Fig. 1: gate-type map
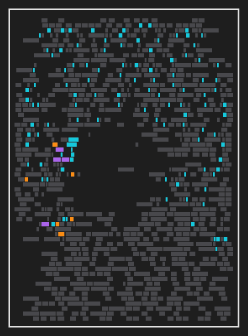
Fig. 2: where the registers sit
The bar under the picture is 20 um long. Other sequential cells in the stronger grey, the rest of the logic in the fainter grey.
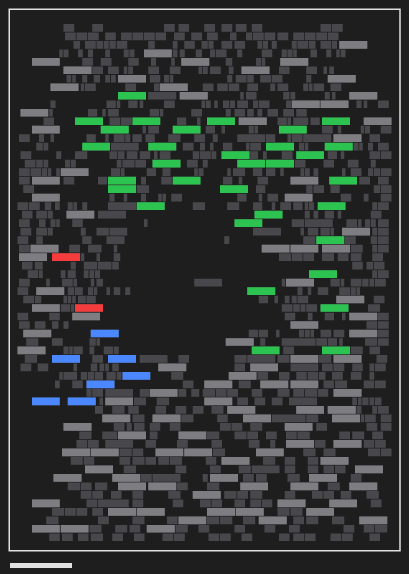
Fig. 3: layout detail
The bar under the picture is 10 um long. Window x 19 to 44, y 31 to 56 um. Cells in grey, sequential cells in the stronger grey; small squares are vias.
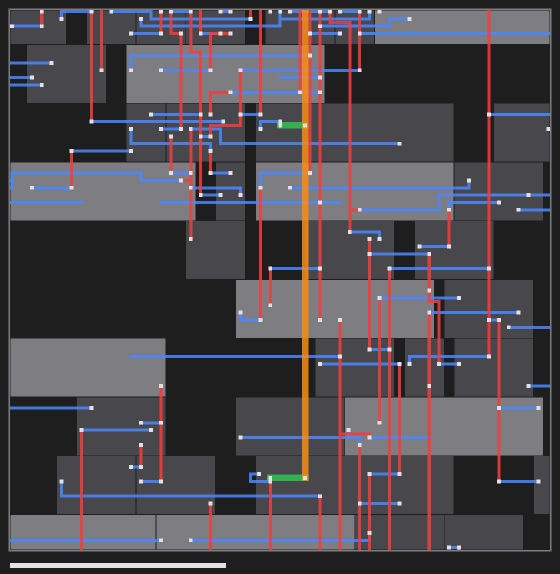
Fig. 4: I/O nets highlighted
The bar under the picture is 20 um long.
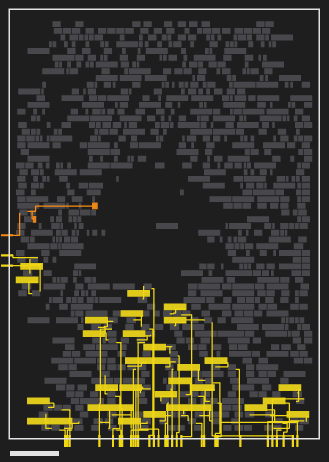
$ cat src/rtl/md_pkg.sv
// Shared definitions for the HI/LO multiply/divide front end.
//   - md_state_e : sequencing states of hilo_unit
//   - XLEN_DEF   : default operand / HI / LO width
//   - TIMEOUT_DEF: default watchdog limit in cycles
//   - wd_width() : counter width able to hold 0..timeout
package md_pkg;

  localparam int unsigned XLEN_DEF    = 32;
  localparam int unsigned TIMEOUT_DEF = 64;

  typedef enum logic [1:0] {
    StIdle,
    StLaunch,
    StWait
  } md_state_e;

  function automatic int unsigned wd_width(input int unsigned timeout);
    return $clog2(timeout + 1);
  endfunction

endpackage

$ cat src/rtl/md_watchdog.sv
// Cycle watchdog for an in-flight multiply.
// Ports:
//   clk     : system clock, rising edge
//   reset   : asynchronous active-low reset
//   clr     : synchronous clear of the count (wins over en)
//   en      : count this cycle
//   expired : high during the TIMEOUT-th counted cycle; the owner aborts at that edge
module md_watchdog
  import md_pkg::*;
#(
  parameter int unsigned TIMEOUT = TIMEOUT_DEF
) (
  input  logic clk,
  input  logic reset,
  input  logic clr,
  input  logic en,
  output logic expired
);

  localparam int unsigned CW = wd_width(TIMEOUT);

  logic [CW-1:0] cnt_q;

  // Count starts at 0 in the first counted cycle, so count == TIMEOUT-1 marks the
  // TIMEOUT-th cycle spent in LAUNCH+WAIT.
  assign expired = (cnt_q == CW'(TIMEOUT - 1));

  always_ff @(posedge clk or negedge reset) begin
    if (!reset) begin
      cnt_q <= '0;
    end else if (clr) begin
      cnt_q <= '0;
    end else if (en && !expired) begin
      cnt_q <= cnt_q + 1'b1;
    end
  end

endmodule

$ cat src/rtl/hilo_unit.sv
// HI/LO register owner sitting between the control unit and the Booth multiplier.
// Latches MULT operands, runs the start/busy handshake, captures the product,
// services MTHI/MTLO, and aborts a hung multiply via a watchdog.
// Ports:
//   clk, reset           : clock (rising edge), async active-low reset
//   start, op_a, op_b    : one-cycle MULT request with operands
//   mthi_we, mtlo_we     : HI/LO writes from wdata
//   mul_x, mul_y         : latched operands to the multiplier
//   mul_start, mul_clear : multiplier start level / active-high multiplier reset
//   mul_busy             : multiplier busy
//   mul_hi, mul_lo       : multiplier product
//   hi_q, lo_q           : architectural HI/LO
//   busy, done           : stall request / one-cycle capture pulse
//   timeout_err          : sticky watchdog abort flag
//   hazard_err           : sticky flag for MTHI/MTLO while busy
// TIMEOUT must exceed the multiplier latency (> 36) or every multiply aborts.
module hilo_unit
  import md_pkg::*;
#(
  parameter int unsigned XLEN    = XLEN_DEF,
  parameter int unsigned TIMEOUT = TIMEOUT_DEF
) (
  input  logic            clk,
  input  logic            reset,
  input  logic            start,
  input  logic [XLEN-1:0] op_a,
  input  logic [XLEN-1:0] op_b,
  input  logic            mthi_we,
  input  logic            mtlo_we,
  input  logic [XLEN-1:0] wdata,
  output logic [XLEN-1:0] mul_x,
  output logic [XLEN-1:0] mul_y,
  output logic            mul_start,
  output logic            mul_clear,
  input  logic            mul_busy,
  input  logic [XLEN-1:0] mul_hi,
  input  logic [XLEN-1:0] mul_lo,
  output logic [XLEN-1:0] hi_q,
  output logic [XLEN-1:0] lo_q,
  output logic            busy,
  output logic            done,
  output logic            timeout_err,
  output logic            hazard_err
);

  md_state_e       state_q, state_d;
  logic [XLEN-1:0] hi_d, lo_d, x_d, y_d;
  logic            start_d, done_d, abort_q, abort_d, terr_d, herr_d;
  logic            wd_clr, wd_en, wd_expired;

  md_watchdog #(
    .TIMEOUT (TIMEOUT)
  ) u_watchdog (
    .clk     (clk),
    .reset   (reset),
    .clr     (wd_clr),
    .en      (wd_en),
    .expired (wd_expired)
  );

  assign wd_en = (state_q != StIdle);
  assign busy  = (state_q != StIdle);
  // Held during reset so the multiplier never leaves reset with a stale busy;
  // pulsed for one cycle after a watchdog abort.
  assign mul_clear = ~reset | abort_q;

  always_comb begin
    state_d = state_q;
    hi_d    = hi_q;
    lo_d    = lo_q;
    x_d     = mul_x;
    y_d     = mul_y;
    start_d = mul_start;
    done_d  = 1'b0;
    abort_d = 1'b0;
    terr_d  = timeout_err;
    herr_d  = hazard_err;
    wd_clr  = 1'b0;

    unique case (state_q)
      StIdle: begin
        if (mthi_we) hi_d = wdata;
        if (mtlo_we) lo_d = wdata;
        if (start) begin
          x_d     = op_a;
          y_d     = op_b;
          start_d = 1'b1;
          wd_clr  = 1'b1;
          state_d = StLaunch;
        end
      end
      StLaunch: begin
        if (wd_expired) begin
          abort_d = 1'b1;
        end else if (mul_busy) begin
          // The multiplier re-arms on a high start level once idle, so drop it now.
          start_d = 1'b0;
          state_d = StWait;
        end
      end
      StWait: begin
        // A product arriving on the last allowed cycle is still taken.
        if (!mul_busy) begin
          hi_d    = mul_hi;
          lo_d    = mul_lo;
          done_d  = 1'b1;
          state_d = StIdle;
        end else if (wd_expired) begin
          abort_d = 1'b1;
        end
      end
      default: state_d = StIdle;
    endcase

    if (abort_d) begin
      state_d = StIdle;
      start_d = 1'b0;
      terr_d  = 1'b1;
    end

    // HI/LO writes are dropped while a product is pending.
    if ((state_q != StIdle) && (mthi_we || mtlo_we)) herr_d = 1'b1;
  end

  always_ff @(posedge clk or negedge reset) begin
    if (!reset) begin
      state_q     <= StIdle;
      hi_q        <= '0;
      lo_q        <= '0;
      mul_x       <= '0;
      mul_y       <= '0;
      mul_start   <= 1'b0;
      done        <= 1'b0;
      abort_q     <= 1'b0;
      timeout_err <= 1'b0;
      hazard_err  <= 1'b0;
    end else begin
      state_q     <= state_d;
      hi_q        <= hi_d;
      lo_q        <= lo_d;
      mul_x       <= x_d;
      mul_y       <= y_d;
      mul_start   <= start_d;
      done        <= done_d;
      abort_q     <= abort_d;
      timeout_err <= terr_d;
      hazard_err  <= herr_d;
    end
  end

endmodule

$ cat config.mk
export PLATFORM = sky130hd
export DESIGN_NAME = hilo_unit
export DESIGN_NICKNAME = d
export VERILOG_FILES = /design/src/rtl/md_pkg.sv /design/src/rtl/md_watchdog.sv /design/src/rtl/hilo_unit.sv
export SDC_FILE = /design/constraint.sdc
export NUM_CORES = 1
export LEC_CHECK = 0
export CORE_ASPECT_RATIO = 1.4
export CORE_MARGIN = 2
export CORE_UTILIZATION = 30
export DETAILED_ROUTE_END_ITERATION = 12
export GPL_TIMING_DRIVEN = 0
export HOLD_SLACK_MARGIN = 0.02
export SYNTH_ARGS = -nofsm -noshare
export SYNTH_HDL_FRONTEND = slang
export SYNTH_SLANG_ARGS = --single-unit
$ cat constraint.sdc
create_clock -name clk -period 3 [get_ports clk]
set_input_delay 0.3 -clock clk [delete_from_list [all_inputs] [get_ports clk]]
set_output_delay 0.3 -clock clk [all_outputs]
set_load 0.05 [all_outputs]
==> reports/metrics.cfg <==
[synth]
largest_area_cell=dfrtp_1
simple_gate_share_pct=10.3
syn_inst=530
synth-edff-count=0
synth_cell_types=34
topCombFamilyByArea=AND-OR/OR-AND gates
ys_sh_mux_pct=12.1
yosysCellCount=530
compound_area_share_pct=14.7
ys_sh_adder_pct=0.818
seq_area_frac_synth_pct=58.1
synth.cell_area_um2=6120

[pwr]
leakage_nw=4.09
swShare_pct=49.1
clock_power_mw=2.17
power_frac_comb_pct=60.7
vdd_drop_max_v=0.000524
power_mw=14.0
p_seq_share_pct=23.8
p_int_mw=7.14
switching_power_mw=6.89
power_leader=combinational logic
clkPwrFrac_pct=15.4

[placed_design]
dp_hpwl_um=15600

[cells_and_area]
inv_count=5
drive_gt1_share_pct=18.0
combGateArea_um2=2330
biggestCellCategory=flip-flops and latches
logic_gates=350
layout.nonclk_buf_share_pct=32.3
design_area_um2=10100
most-common-layout-cells=298 x clkdlybuf4s50_1, 142 x dfrtp_1, 106 x a21oi_1
clkCellAreaFrac_pct=6.02
nets=1020
antenna_cells=0

[worst_hold_path]
hold_path.class=primary input to async pin

[setup_path]
crit_end=busy
path_buffers=4
path_class=flop to primary output
worstRegToRegCells=7
worst-path-stages=5
crit_arrival_ns=2.40
critPathTopFamily=buffers and inverters
r2r_end=hi_q[26]
r2r_slack_ns=0.77
start_kind=flop

[job]
tool_warnings=28

[cts]
cts_sinks=142
cts_tree=done
ctsHtreeMaxLevel=4
cts-root-buf=clkbuf_16
cts.clk_slew.worst_paths_ns=0.06
cts_buffers=17
cts_hold_buf=1
clk_latency_ns=0.43

[sta]
hold_viol=0
skew_ns=0.00738
finalSetupViolations=0
drv_slew=0
setup_ws_ns=0.296
worstMarginPinSlew_ns=0.607
fin_crit_ns=2.70

[die]
die_w_um=125
initial_core_util_pct=30.7
die_y_um=173
rows=61
n_tap_cell=252
core_um2=19900

[global_route]
grt_util_met2_pct=33.2
grt-ovfl-total=0
grt_max_degree=86
grt_pass1_wl_um=30900

[route]
top_layer_used=met4
antenna_left=0
num_vias=5214
wl_met3_um=923
wl_met2_um=10900

[outcome]
status=complete, no violations

Back to the opening pictures, Fig. 1:
adder and majority cells -> purple  # cells 4, most used ha_1, where west
AND and OR gates -> orange  # cells 6, most used and2_1, where west
NOR gates -> cyan  # cells 111, most used nor2_1
Finished Layout Cells: 1115
logic share of the area: 23.1%
most frequent logic cell in the layout: clkdlybuf4s50_1

Back to the opening pictures, Fig. 2:
state_q -> red  # flops 2
lo_q -> green  # flops 32
u_watchdog.cnt_q -> blue  # flops 7
not coloured = 101
sequential share of cell area: 35.3%
utilization after layout: 50.6%
register area: 3550 um2
seq pwr: 3.34 mW

Back to the opening pictures, Fig. 3:
metal 4 -> orange
metal 1 -> blue
metal 2 -> red
metal 3 -> green
netlist names of flops here include = mul_y (4), u_watchdog.cnt_q (3), mul_x (2)
sequential cells in the window = 9
cells with their middle in the window = 36
most frequent = dfrtp_1 (9), clkdlybuf4s50_1 (6), mux2_2 (5)

Back to the opening pictures, Fig. 4:
mul_x -> yellow  # bits 32, direction output, end cells 32, buffers 32, wire 1120 um
mtlo_we -> orange  # bits 1, direction input, end cells 2, buffers 1, wire 45.5 um
Port Buffer Count: 299
I/O pin count: 300

Power and IR drop assume default switching activity.
